Figure 1. The metal 3 layer.
(2 px per um) Cells faint in the background.
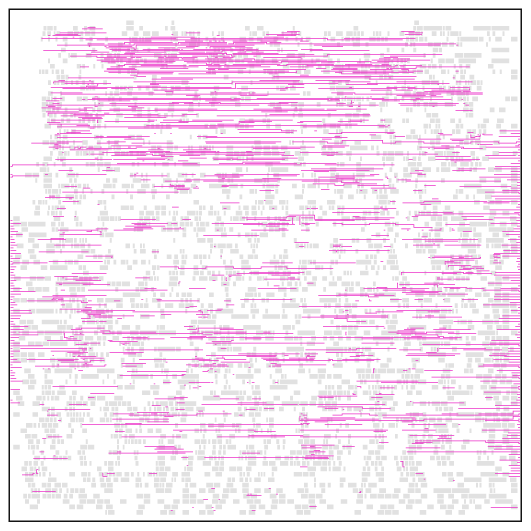
Figure 2. Pin placement.
(1.5 px per um) Pins as bars across the die edge, other pins in gray.
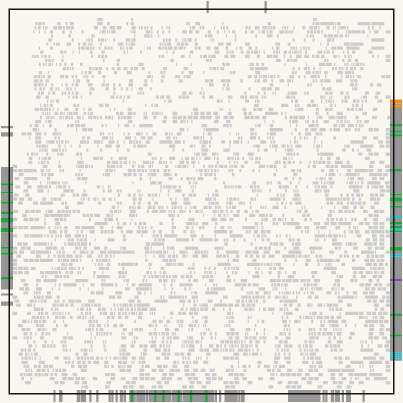
Figure 3. Layout detail.
Window x 166 to 216, y 166 to 216 um. Cells in gray, sequential cells in the stronger gray; small squares are vias.
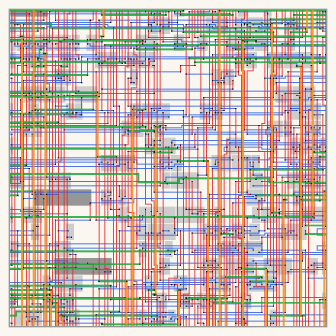
==> config.mk <==
export PLATFORM = sky130hd
export DESIGN_NAME = ex_bypass_stage
export DESIGN_NICKNAME = d
export VERILOG_FILES = /design/src/rtl/ex_bypass_stage.sv
export SDC_FILE = /design/constraint.sdc
export NUM_CORES = 1
export LEC_CHECK = 0
export CORE_UTILIZATION = 33
export CTS_BUF_LIST = sky130_fd_sc_hd__clkbuf_4 sky130_fd_sc_hd__clkbuf_8
export CTS_CLUSTER_SIZE = 12
export DETAILED_ROUTE_END_ITERATION = 12
export HOLD_SLACK_MARGIN = 0.03
export PLACE_DENSITY = 0.5
export REMOVE_ABC_BUFFERS = 1
export SLEW_MARGIN = 10
export SYNTH_ARGS = -nofsm -noshare
export SYNTH_HDL_FRONTEND = slang
export SYNTH_SLANG_ARGS = --single-unit
==> constraint.sdc <==
create_clock -name clk_i -period 11 [get_ports clk_i]
set_clock_uncertainty 0.1 [all_clocks]
set_input_delay 2.2 -clock clk_i [delete_from_list [all_inputs] [get_ports clk_i]]
set_output_delay 2.2 -clock clk_i [all_outputs]
set_load 0.005 [all_outputs]
==> metrics.log <==
[metrics] run summary
INFO  metric run_status = complete, no violations
INFO  metric setup-tns-final = 0 ns
INFO  metric yosys.area_share.xor_xnor = 5.13%
INFO  metric global_route.overflow_total = 0
INFO  metric antenna_found_initial = 11
INFO  metric hpwlAfterDp = 111 mm
INFO  metric drt_first_iter_violations = 4,080
INFO  metric syn_area_per_cell = 6.80 um^2
INFO  metric post_cts_setup_buffer_count = 0
INFO  metric ctsRootBufferMaster = clkbuf_8
INFO  metric worst_slack = 0.187 ns
INFO  metric fraction_of_the_mapped_netlist_area_in_adder_cells = 11.5%
INFO  metric yosys_cell_count = 3,115
INFO  metric gate_family_responsible_for_the_most_delay_along_the_worst_path = simple AND/OR/NAND/NOR gates
INFO  metric setup_viol = 0
INFO  metric place_inst = 4,163
INFO  metric warning_count = 88
INFO  metric grt_setup_unrepaired = no
INFO  metric ios = 317
INFO  metric htreeDepth = 3
INFO  metric synth_simple_gate_area_share = 23.3%
INFO  metric cp.buffers_inverters = 3
INFO  metric synth_area_leader_cell = ha_1
INFO  metric cp-end-kind = output port
INFO  metric report.final.slew_viol_count = 0
INFO  metric ctsResizeCount = 0
INFO  metric synth-compound-area-share = 37.9%
INFO  metric critical-path-max-stage-delay = 0.66 ns
INFO  metric number_of_flops_mapped_to_enable_cells_by_yosys = 0
INFO  metric final_cell_area = 25,600 um^2
INFO  metric max_slew.worst_pin.slew = 1.28 ns
INFO  metric power_density = 77.2 nW/um^2
INFO  metric max_cap_violations = 0
INFO  metric post_cts_hold_buffer_count = 0
INFO  metric critPathKind = in2out
INFO  metric area_post_placement = 25,400 um^2
INFO  metric design.core.area = 63,200 um^2
INFO  metric layout-drive-gt1-share = 6.39%
INFO  metric clock_tree_from_tritoncts = yes
INFO  metric vias_per_cell = 6.82
INFO  metric initCoreUtil = 33.5%
INFO  metric synth.comb.largest_family = AND-OR/OR-AND gates
INFO  metric final_util = 40.4%
INFO  metric insertion_delay = 0.47 ns
INFO  metric grt_start_max_net_pins = 58
INFO  metric route.detailed.wl_per_inst = 33.6 um
INFO  metric async_flop_share = 100%
INFO  metric clock-sinks = 83
INFO  metric global_route.usage.total = 41.9%
INFO  metric total_power = 1.97 mW
INFO  metric flop_area = 2080 um^2
INFO  metric critical_path.cell_chain = clkdlybuf4s50_1, xor2_1, or3_1, nor3_2, buf_12, mux2i_1, nand2_1, o21ai_0, ha_1, nand4_1, nor3_1, nand4_1, nor4_1, o21ba_2, o2111ai_1, a31oi_1, nand3_1, a21oi_1, clkdlybuf4s50_1
INFO  metric finalWorstPathRequiredPeriod = 10.81 ns
INFO  metric final_layout_top_logic_cell = nand2_1
INFO  metric dp_slack = 0.434 ns
Notes on Figure 1 above:
longest straight run	128 um
share of all routed wire	12%
wire length on this layer	16,300 um
nets with wire on the layer	744
main direction	horizontal
via count: 28.5k
total detailed-routing wirelength: 140 mm

Notes on Figure 2 above:
color	port	pins	direction	edge
cyan	id_rs2_i	5	input	right
green	wb_value_i	32	input	15 right, 11 left, 6 bottom
purple	ex_regwrite_o	1	output	right
orange	id_funct3_i	3	input	right
all pins by edge	128 right, 121 bottom, 66 left, 2 top
IO buf count: 316
horizontal die dimension: 255 um

Notes on Figure 3 above:
color	layer
orange	M4
blue	M1
green	M3
red	M2
cells with their middle in the window	137
sequential cells in the window	2
most frequent	a21oi_1 (24), ha_1 (13)

[worst min-delay path, cell delays in order, from the launching register on]
cell and delay [ns]:
dfrtp_1 0.36, nand2_1 0.05, o21ai_0 0.06
[routing by layer]
layer / global-route usage [%] / wire [um] / up-vias
met5: 0 / 73 / -
met4: 22.5 / 8190 / 12
met3: 11.2 / 16300 / 381
met2: 63.3 / 59300 / 2080
met1: 54.1 / 56600 / 13861
li1: - / - / 12188
[Yosys cell counts (9+ instances only)]
cell       instances
xnor2_1           87
nor4_1            22
o21a_1            28
o22ai_1           29
mux2_2            14
or4_1              9
a211o_1           17
dfrtp_1           83
a31oi_1           65
o21ai_1            9
nand4_1           61
nor2b_1           18
buf_2             45
and3_1            23
or2_2             12
ha_1             191
o31ai_1           62
and2_1            14
a22oi_1           22
nand3_1          107
a22o_1            16
o21bai_1          22
mux2i_1          106
a21o_1            66
nand2b_1          22
clkbuf_1         144
and4_1            12
o221ai_1          16
xor2_1            37
a21boi_0           9
inv_1            111
or3_1             21
o31a_1            17
a21oi_1          258
nand2_1          348
o21ai_0          300
a2111oi_0         19
nor2_1           230
nor3_1           109
a221oi_1          19
a211oi_1          48
o211ai_1          47
o2bb2ai_1         13
buf_1             27
[report_power, final]
group,leakage (nW),switching (mW),internal [mW]
clock,0.0978,0.179,0.0868
sequential,1.11,0.0216,0.321
combinational,8.98,0.870,0.493
[area by class of cell]
| class | instances | area share [%] |
|---|---|---|
| Sequential cell | 83 | 8.13 |
| Tap cell | 846 | 4.14 |
| Inverter | 118 | 1.74 |
| Clock buffer | 9 | 0.485 |
| Clock inverter | 7 | 0.230 |
| Timing Repair Buffer | 426 | 15.6 |
| Antenna cell | 4 | 0.0392 |
| Multi-Input combinational cell | 2690 | 69.6 |
Power and IR drop assume default switching activity.
